--- src/rtl/pkt_framer.sv ---
// pkt_framer: frames marker-delimited bytes from an upstream FIFO into
// packets. Each packet is its payload bytes followed by an 8-bit additive
// checksum beat. Packets longer than MAX_LEN are cut and flagged with out_err.
module pkt_framer #(
    parameter int BITSIZE = 9,
    parameter int MAX_LEN = 256
) (
    input  logic               clk,
    input  logic               rstp,
    input  logic [BITSIZE-1:0] fifo_data,
    input  logic               fifo_emptyp,
    output logic               fifo_readp,
    output logic [7:0]         out_data,
    output logic               out_valid,
    input  logic               out_ready,
    output logic               out_sop,
    output logic               out_eop,
    output logic               out_err,
    output logic [15:0]        pkt_cnt
);

    localparam logic [1:0] ST_IDLE = 2'd0;
    localparam logic [1:0] ST_DATA = 2'd1;
    localparam logic [1:0] ST_CSUM = 2'd2;

    localparam logic [8:0] MAX_LEN_L = 9'(MAX_LEN);

    logic [1:0]  state_q, state_d;
    logic [8:0]  len_q, len_d;
    logic [7:0]  csum_q, csum_d;
    logic        trunc_q, trunc_d;
    logic [7:0]  out_data_q, out_data_d;
    logic        out_valid_q, out_valid_d;
    logic        out_sop_q, out_sop_d;
    logic        out_eop_q, out_eop_d;
    logic        out_err_q, out_err_d;
    logic [15:0] pkt_cnt_q, pkt_cnt_d;

    logic        slot_free;
    logic        pop;
    logic        marker;
    logic [7:0]  byte_in;
    logic [8:0]  len_inc;

    assign slot_free = !out_valid_q || out_ready;
    assign marker    = fifo_data[BITSIZE-1];
    assign byte_in   = fifo_data[7:0];
    assign len_inc   = len_q + 9'd1;

    // NOTE: pop is gated by rstp because the reset state (IDLE, slot free)
    // would otherwise request a pop while the block is still held in reset.
    assign pop = !rstp && !fifo_emptyp && slot_free &&
                 (state_q == ST_IDLE || state_q == ST_DATA);

    assign fifo_readp = pop;

    assign out_data  = out_data_q;
    assign out_valid = out_valid_q;
    assign out_sop   = out_sop_q;
    assign out_eop   = out_eop_q;
    assign out_err   = out_err_q;
    assign pkt_cnt   = pkt_cnt_q;

    // Next-state: framing FSM, running length/checksum and the output slot.
    always_comb begin
        // NOTE: every target gets a hold/default value up front so no path
        // through the case leaves a signal unassigned (no latches).
        state_d     = state_q;
        len_d       = len_q;
        csum_d      = csum_q;
        trunc_d     = trunc_q;
        out_data_d  = out_data_q;
        out_sop_d   = out_sop_q;
        out_eop_d   = out_eop_q;
        out_err_d   = out_err_q;
        pkt_cnt_d   = pkt_cnt_q;
        out_valid_d = slot_free ? 1'b0 : out_valid_q;

        case (state_q)
            ST_IDLE: begin
                if (pop) begin
                    out_data_d  = byte_in;
                    out_sop_d   = 1'b1;
                    out_eop_d   = 1'b0;
                    out_err_d   = 1'b0;
                    out_valid_d = 1'b1;
                    len_d       = 9'd1;
                    csum_d      = byte_in;
                    if (marker) begin
                        state_d = ST_CSUM;
                        trunc_d = 1'b0;
                    end else if (MAX_LEN_L == 9'd1) begin
                        state_d = ST_CSUM;
                        trunc_d = 1'b1;
                    end else begin
                        state_d = ST_DATA;
                    end
                end
            end
            ST_DATA: begin
                if (pop) begin
                    out_data_d  = byte_in;
                    out_sop_d   = 1'b0;
                    out_eop_d   = 1'b0;
                    out_err_d   = 1'b0;
                    out_valid_d = 1'b1;
                    len_d       = len_inc;
                    csum_d      = csum_q + byte_in;
                    if (marker) begin
                        state_d = ST_CSUM;
                    end else if (len_inc == MAX_LEN_L) begin
                        // Forced cut: the next words start a fresh packet.
                        state_d = ST_CSUM;
                        trunc_d = 1'b1;
                    end
                end
            end
            ST_CSUM: begin
                if (slot_free) begin
                    out_data_d  = csum_q;
                    out_sop_d   = 1'b0;
                    out_eop_d   = 1'b1;
                    out_err_d   = trunc_q;
                    out_valid_d = 1'b1;
                    pkt_cnt_d   = pkt_cnt_q + 16'd1;
                    trunc_d     = 1'b0;
                    state_d     = ST_IDLE;
                end
            end
            default: begin
                state_d = ST_IDLE;
            end
        endcase
    end

    // State registers; reset abandons any packet in flight and drops a held beat.
    always_ff @(posedge clk or posedge rstp) begin
        // NOTE: registers update with non-blocking assignments so every
        // flop samples the pre-edge values computed above.
        if (rstp) begin
            state_q     <= ST_IDLE;
            len_q       <= 9'd0;
            csum_q      <= 8'd0;
            trunc_q     <= 1'b0;
            out_data_q  <= 8'd0;
            out_valid_q <= 1'b0;
            out_sop_q   <= 1'b0;
            out_eop_q   <= 1'b0;
            out_err_q   <= 1'b0;
            pkt_cnt_q   <= 16'd0;
        end else begin
            state_q     <= state_d;
            len_q       <= len_d;
            csum_q      <= csum_d;
            trunc_q     <= trunc_d;
            out_data_q  <= out_data_d;
            out_valid_q <= out_valid_d;
            out_sop_q   <= out_sop_d;
            out_eop_q   <= out_eop_d;
            out_err_q   <= out_err_d;
            pkt_cnt_q   <= pkt_cnt_d;
        end
    end

endmodule

--- config.mk ---
export PLATFORM = sky130hd
export DESIGN_NAME = pkt_framer
export DESIGN_NICKNAME = d
export VERILOG_FILES = /design/src/rtl/pkt_framer.sv
export SDC_FILE = /design/constraint.sdc
export NUM_CORES = 1
export LEC_CHECK = 0
export CORE_MARGIN = 2
export CORE_UTILIZATION = 59
export CTS_CLUSTER_SIZE = 28
export DETAILED_ROUTE_END_ITERATION = 12
export PLACE_DENSITY = 0.88
export SYNTH_ARGS = -nofsm -noshare
export SYNTH_HDL_FRONTEND = slang
export SYNTH_SLANG_ARGS = --single-unit
--- constraint.sdc ---
create_clock -name clk -period 6 [get_ports clk]
set_input_delay 1.2 -clock clk [delete_from_list [all_inputs] [get_ports clk]]
set_output_delay 1.2 -clock clk [all_outputs]
set_load 0.005 [all_outputs]
**Run 1: I/O pins on the die edge**

(4 px per um) Pins as bars across the die edge, other pins in gray.
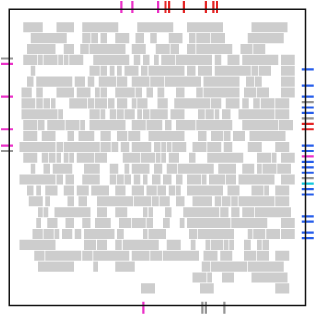
| color | port | pins | direction | edge |
|---|---|---|---|---|
| magenta | fifo_data | 9 | input | 4 left, 3 top, 1 right, 1 bottom |
| cyan | out_valid | 1 | output | right |
| red | out_data | 8 | output | 6 top, 2 right |
| blue | pkt_cnt | 16 | output | right |

**Run 1: the clock network**

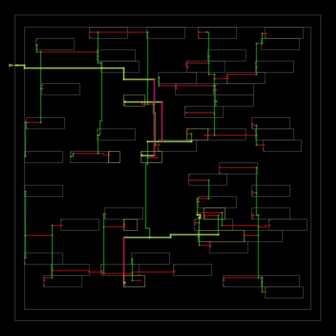
CTS buffer count: 5
clk sink count: 48
P_clk: 0.000244 W

==> metrics.cfg, run 1 <==
[critical_path]
crit_path_start_kind = input port
worstPathCellList = clkdlybuf4s50_1 -> nand2b_1 -> nand3b_1 -> buf_4 -> inv_1 -> clkdlybuf4s50_1
slowest_stage = clkdlybuf4s50_1
cp-end-kind = primary output
cp.required_ns = 4.80

[timing]
fmax_ghz = 0.2281
slew_viol_final = 0
timing.setup.tns_ns = 0

[synthesis]
common_cells = dfrtp_1 (48), nand2_1 (24), a21oi_1 (20)
synth_cell_types = 57
avgSynthCellArea_um2 = 9.741
syn_area_mm2 = 0.002864
synth.net_count = 322
synth_cells = 294

[drt]
wire_per_inst_um = 16.23
wl_met2_mm = 3.123
via_count = 2353
ant_nets = 0

[finish]
nets = 356
largest_reg_flops = 16

[job]
warnings = 30

[global_route]
grt_pass1_wl_mm = 10.23
antenna_found_initial = 0

[clock_network]
cts_buffer_depth = 2
clock_latency_ns = 0.31
cts_resized = 0
cts_hold_buf = 0
path_clk_slew_ns = 0.09

[placement]
buffer_ports.inserted = 41
placed_cells = 375
dp.final_hpwl_mm = 4.463

[floorplan]
chipArea_mm2 = 0.005427
core_region_area_mm2 = 0.004692
die-height_um = 73.67

[pwr]
p_clk_frac = 0.190
sw_frac_of_total = 0.3720
vdd_drop_max_mv = 0.2048

[run_status]
outcome = complete, no violations

**Run 1: selected gate families**

(4 px per um)
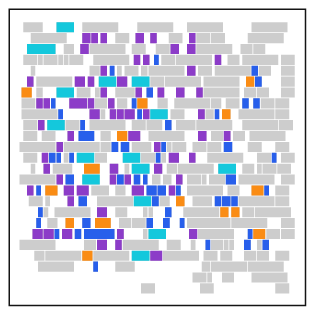
| color | family | cells |
|---|---|---|
| blue | NAND gates | 54 |
| orange | AND and OR gates | 15 |
| purple | inverting AOI/OAI gates | 66 |
| cyan | adder and majority cells | 15 |

[run 1: cells by family after synthesis]
| family | synth area share |
|---|---|
| DFF | 0.4194 |
| muxes | 0.06160 |
| AOI/OAI and AO/OA | 0.1730 |
| xor gates and xnor gates | 0.05199 |
| adders and majority gates | 0.06815 |
| and+or+nand+nor | 0.1800 |
| buffers and inverters | 0.04587 |
[run 1: metal layers]
layer	vias to the layer above	track usage
li1	1139	-
met1	1147	0.3101
met2	57	0.4167
met3	10	0.03155
met4	0	0.09293
met5	-	0
[run 1: path summary, 6_finish.rpt]
check	start	end	slack, ns	depth (start not counted)
min in group asynchronous	rstp	pkt_cnt[4]	1.49	2
hold / removal	pkt_cnt[15]	pkt_cnt[15]	0.48	1
setup / recovery	out_ready	fifo_readp	1.62	6
max in group asynchronous	rstp	out_data[6]	3.91	2
setup reg to reg	state_q[0]	trunc_q	3.21	7
hold reg to reg	pkt_cnt[15]	pkt_cnt[15]	0.48	1
[run 1: power groups by stage]
stage          registers (W)  logic [W]  clock network, W
3_3_place_gp        0.000486   0.000522                 0
6_report            0.000489   0.000549          0.000244
4_1_cts             0.000488   0.000549          0.000246
3_5_place_dp        0.000493   0.000545                 0
2_1_floorplan       0.000480   0.000359                 0
5_1_grt             0.000502   0.000608          0.000256
[run 1: cell type report]
type	instances	area, um^2
clock buffers	5	68.82
clock inverters	3	46.29
fillers	381	1310
inverters	13	48.80
multi-input cells	218	1531
flip-flops and latches	48	1201
well taps	54	67.56
repair buffers	42	417.9
[run 1: through the flow]
step	instance area (um^2)	power, W	utilization
2_1_floorplan	2864	0.0008390	-
3_3_place_gp	3267	0.001008	0.6963
3_5_place_dp	3267	0.001039	0.6963
4_1_cts	3382	0.001283	0.7208
5_1_grt	3382	0.001366	0.7208
6_report	3382	0.001282	0.7208
==> run 1 -> run 2 <==
CORE_UTILIZATION = 49   (was 59)
PLACE_DENSITY = 0.78   (was 0.88)
clock period = 3.92 ns   (was 6 ns; I/O delays follow)
**Run 2: wiring by layer**

(3 px per um) Only two layers are drawn.
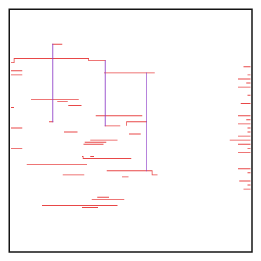
| color | layer | wire length |
|---|---|---|
| red | metal 3 | 314 um |
| purple | metal 4 | 80.2 um |

==> run 2 against run 1 <==
First-iteration DRC count is 25% higher. Die size is 19% higher. Critical path type unchanged. Worst setup slack worse by 0.86 ns. Final cell count is 5.5% higher. Global-route usage is 3.1 points lower. Critical path depth is 1 lower. Critical endpoint unchanged. Power is 59% higher.
==> metrics.cfg, run 2 <==
[job]
warnings = 30

[synthesis]
synth_cell_types = 57
ys_sh_mux = 0.06160
synth-simple-area-share = 0.1800
compound_area_frac = 0.1730
synth_adder_area_share = 0.06815
syn_area_mm2 = 0.002864
synth-xor-area-share = 0.05199
synth_cells = 294
avgSynthCellArea_um2 = 9.741
ys_top_logic_family = simple AND/OR/NAND/NOR gates
synth.net_count = 322
common_cells = dfrtp_1 (48), nand2_1 (24), a21oi_1 (20)

[drt]
wire_per_inst_um = 15.58
wl_met3_um = 313
wl_met2_mm = 3.050
routed_via_density = 5.874
via_count = 2373

[floorplan]
chipArea_mm2 = 0.006472
die-height_um = 80.45
core_region_area_mm2 = 0.005574

[clock_network]
cts_hold_buf = 0
clock_latency_ns = 0.31
path_clk_slew_ns = 0.10
cts_buffer_depth = 2
cts_sinks = 48
cts_buffers = 5
cts_resized = 0

[global_route]
grt_start_max_net_pins = 49
antenna_found_initial = 0
gr-usage-all-layers = 0.2115

[finish]
fillers = 483
design_area_mm2 = 0.003450
largest_reg_flops = 16
final_util = 0.6189
nets = 359

[timing]
slew_viol_final = 0
hold_ws_ns = 0.4789
fmax_ghz = 0.3156

[placement]
dp.final_hpwl_mm = 4.359
buffer_ports.inserted = 41

[critical_path]
crit_path_start_kind = input port
cp.required_ns = 3.14
cp-end-kind = primary output
crit_arrival_ns = 2.38

[run_status]
outcome = complete, no violations

-- run 2: cell counts after synthesis --
No cell type changed its count.
-- run 2: critical path, stage by stage --
cell	delay, ns
clkdlybuf4s50_1	0.45
nor2_2	0.28
nand3b_1	0.15
inv_1	0.19
clkdlybuf4s50_1	0.53
-- run 2: cells by family (layout without fill, tap and decap cells) --
logic type	Yosys count	count (layout)
mux	17	17
simple gates	91	91
buf+inv	28	66
compound gates	78	78
flops	48	48
fa+ha+maj	15	15
xor+xnor	17	17
-- run 2: metal layers --
metal,global-route usage,vias up
li1,-,1142
met1,0.2772,1148
met2,0.3592,76
met3,0.03820,7
met4,0.05763,0
met5,0,-
-- run 2: worst paths after layout --
kind	startpoint	end	slack [ns]	cells past startpoint
max in group asynchronous	rstp	len_q[2]	2.22	2
worst min-delay path	pkt_cnt[15]	pkt_cnt[15]	0.48	1
worst min register to register	pkt_cnt[15]	pkt_cnt[15]	0.48	1
worst max-delay path	rstp	fifo_readp	0.75	5
worst max register to register	state_q[0]	trunc_q	1.44	8
min in group asynchronous	rstp	out_sop	1.08	2
-- run 2: cell type report --
cell class	count	area [um^2]	area share
clock buffer	5	68.82	0.01995
multi-input combinational	218	1531	0.4440
sequential	48	1201	0.3482
timing repair buffer	45	440.4	0.1277
clock inverter	3	68.82	0.01995
inverter	13	48.80	0.01415
tap	72	90.09	0.02612
-- run 2: per-stage QoR --
step,power [W],cells
global placement,0.001564,396
global route,0.002182,404
finish,0.002032,404
floorplan,0.001284,294
CTS,0.002040,404
detailed placement,0.001597,396
-- run 2: report_power, final --
part           leakage [nW]  internal [W]  switching (W)
combinational         0.810      0.000420       0.000433
sequential            0.610      0.000628       0.000115
clock                0.0687      0.000257       0.000179
==> run 2 -> run 3 <==
clock period = 2.86 ns   (was 3.92 ns; I/O delays follow)
==> run 3 against run 2 <==
Critical path depth grew 1. Power increased by 32%. Count of clock-buffer cells in the layout stayed put. Clock power is 15% higher. Final cell count rose by 1.2%. Critical endpoint unchanged. Synthesized area stayed put. Largest cell class unchanged. Global-route usage fell by 1.1 points. Combinational power increased by 35%. Core utilization rose by 0.27 points. Die size stayed put. Worst setup slack worse by 0.63 ns. Register-to-register slack lost 0.76 ns.
==> metrics.cfg, run 3 <==
[run_status]
outcome = complete, no violations

[clock_network]
cts_buffers = 5
cts_hold_buf = 0
clock_latency_ns = 0.30
cts_sinks = 48
cts_resized = 0
cts_buffer_depth = 2

[global_route]
gr-usage-all-layers = 0.2004
antenna_found_initial = 0
grt_pass1_wl_mm = 10.19
grt_start_max_net_pins = 29

[critical_path]
cp-end-kind = primary output
cpMostUsedCell = inv_1
crit_buf_inv = 3
critPathTopFamily = buffers and inverters
r2r_setup_slack_ns = 0.68
slowest_stage = clkdlybuf4s50_1
critical-path-max-stage-delay_ns = 0.54
worstPathCellList = inv_1 -> ha_1 -> nor2_1 -> nand3b_1 -> inv_1 -> clkdlybuf4s50_1
crit_arrival_ns = 2.17

[synthesis]
syn_area_mm2 = 0.002864
common_cells = dfrtp_1 (48), nand2_1 (24), a21oi_1 (20)
synth_cells = 294
synth_cell_types = 57
ys_sh_mux = 0.06160
synth-xor-area-share = 0.05199
compound_area_frac = 0.1730
avgSynthCellArea_um2 = 9.741

[pwr]
vdd_drop_max_mv = 0.4115

[drt]
wl_met2_mm = 2.831
routed_via_density = 5.685
wl_met3_um = 234
wire_per_inst_um = 14.54

[finish]
fin_cells = 409
fillers = 484
largest_reg_flops = 16
design_area_mm2 = 0.003465

[timing]
slew_viol_final = 0

[floorplan]
die-height_um = 80.45

[placement]
dp.final_hpwl_mm = 4.366

[job]
warnings = 30

run 3: netlist changes by cell type in the layout (fill, tap and decap cells not counted):
cell and change:
buf_4 +5, bufinv_16 -1, clkinvlp_4 +1
run 3: layer usage:
layer	GRT usage	vias to the layer above
met5	0	-
met1	0.2656	1108
li1	-	1150
met3	0.03483	10
met4	0.06441	0
met2	0.3333	57
run 3: path summary, 6_finish.rpt:
| check | start | cells past startpoint | end |
|---|---|---|---|
| min in group asynchronous | rstp | 2 | state_q[0] |
| hold reg to reg | pkt_cnt[15] | 1 | pkt_cnt[15] |
| max in group asynchronous | rstp | 3 | pkt_cnt[14] |
| setup / recovery | state_q[1] | 6 | fifo_readp |
| setup reg to reg | csum_q[1] | 6 | csum_q[7] |
| hold / removal | pkt_cnt[15] | 1 | pkt_cnt[15] |
run 3: layout make-up:
cell class,instances,area share
well taps,72,0.02600
multi-input cells,218,0.4420
clock buffers,5,0.01986
clock inverters,3,0.01336
flip-flops and latches,48,0.3467
inverters,13,0.01408
repair buffers,50,0.1380
run 3: report_power, final:
| group | switching, W | internal (W) |
|---|---|---|
| Clock | 0.000239 | 0.000263 |
| Sequential | 0.000159 | 0.000860 |
| Combinational | 0.000574 | 0.000580 |
run 3: through the flow:
step / power (W) / utilization
3_3_place_gp: 0.002147 / 0.6009
5_1_grt: 0.002876 / 0.6215
6_report: 0.002676 / 0.6215
3_5_place_dp: 0.002185 / 0.6009
2_1_floorplan: 0.001760 / -
4_1_cts: 0.002695 / 0.6215
run 3: kinds of logic (layout without fill, tap and decap cells):
group	Yosys count	count (layout)
and+or+nand+nor	91	91
AOI/OAI and AO/OA	78	78
DFF	48	48
buffers and inverters	28	71
xor gates and xnor gates	17	17
muxes	17	17
adders and majority gates	15	15
**Run 3: clock network drawn from the DEF**

(6 px per um)
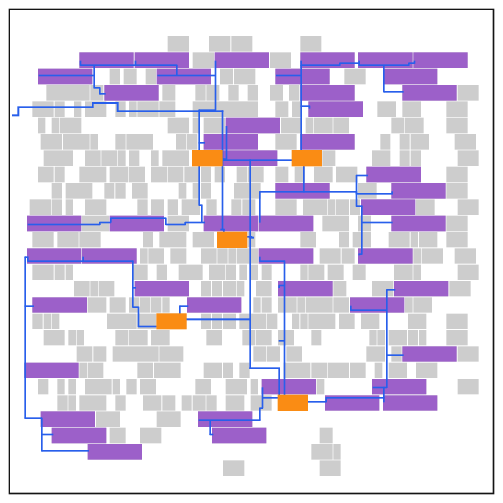
[blue] clock wires | length: 561 um
[orange] clock drivers | count: 5
[purple] flip-flops | count: 48
routed clock nets: 6

Power and IR drop assume default switching activity.
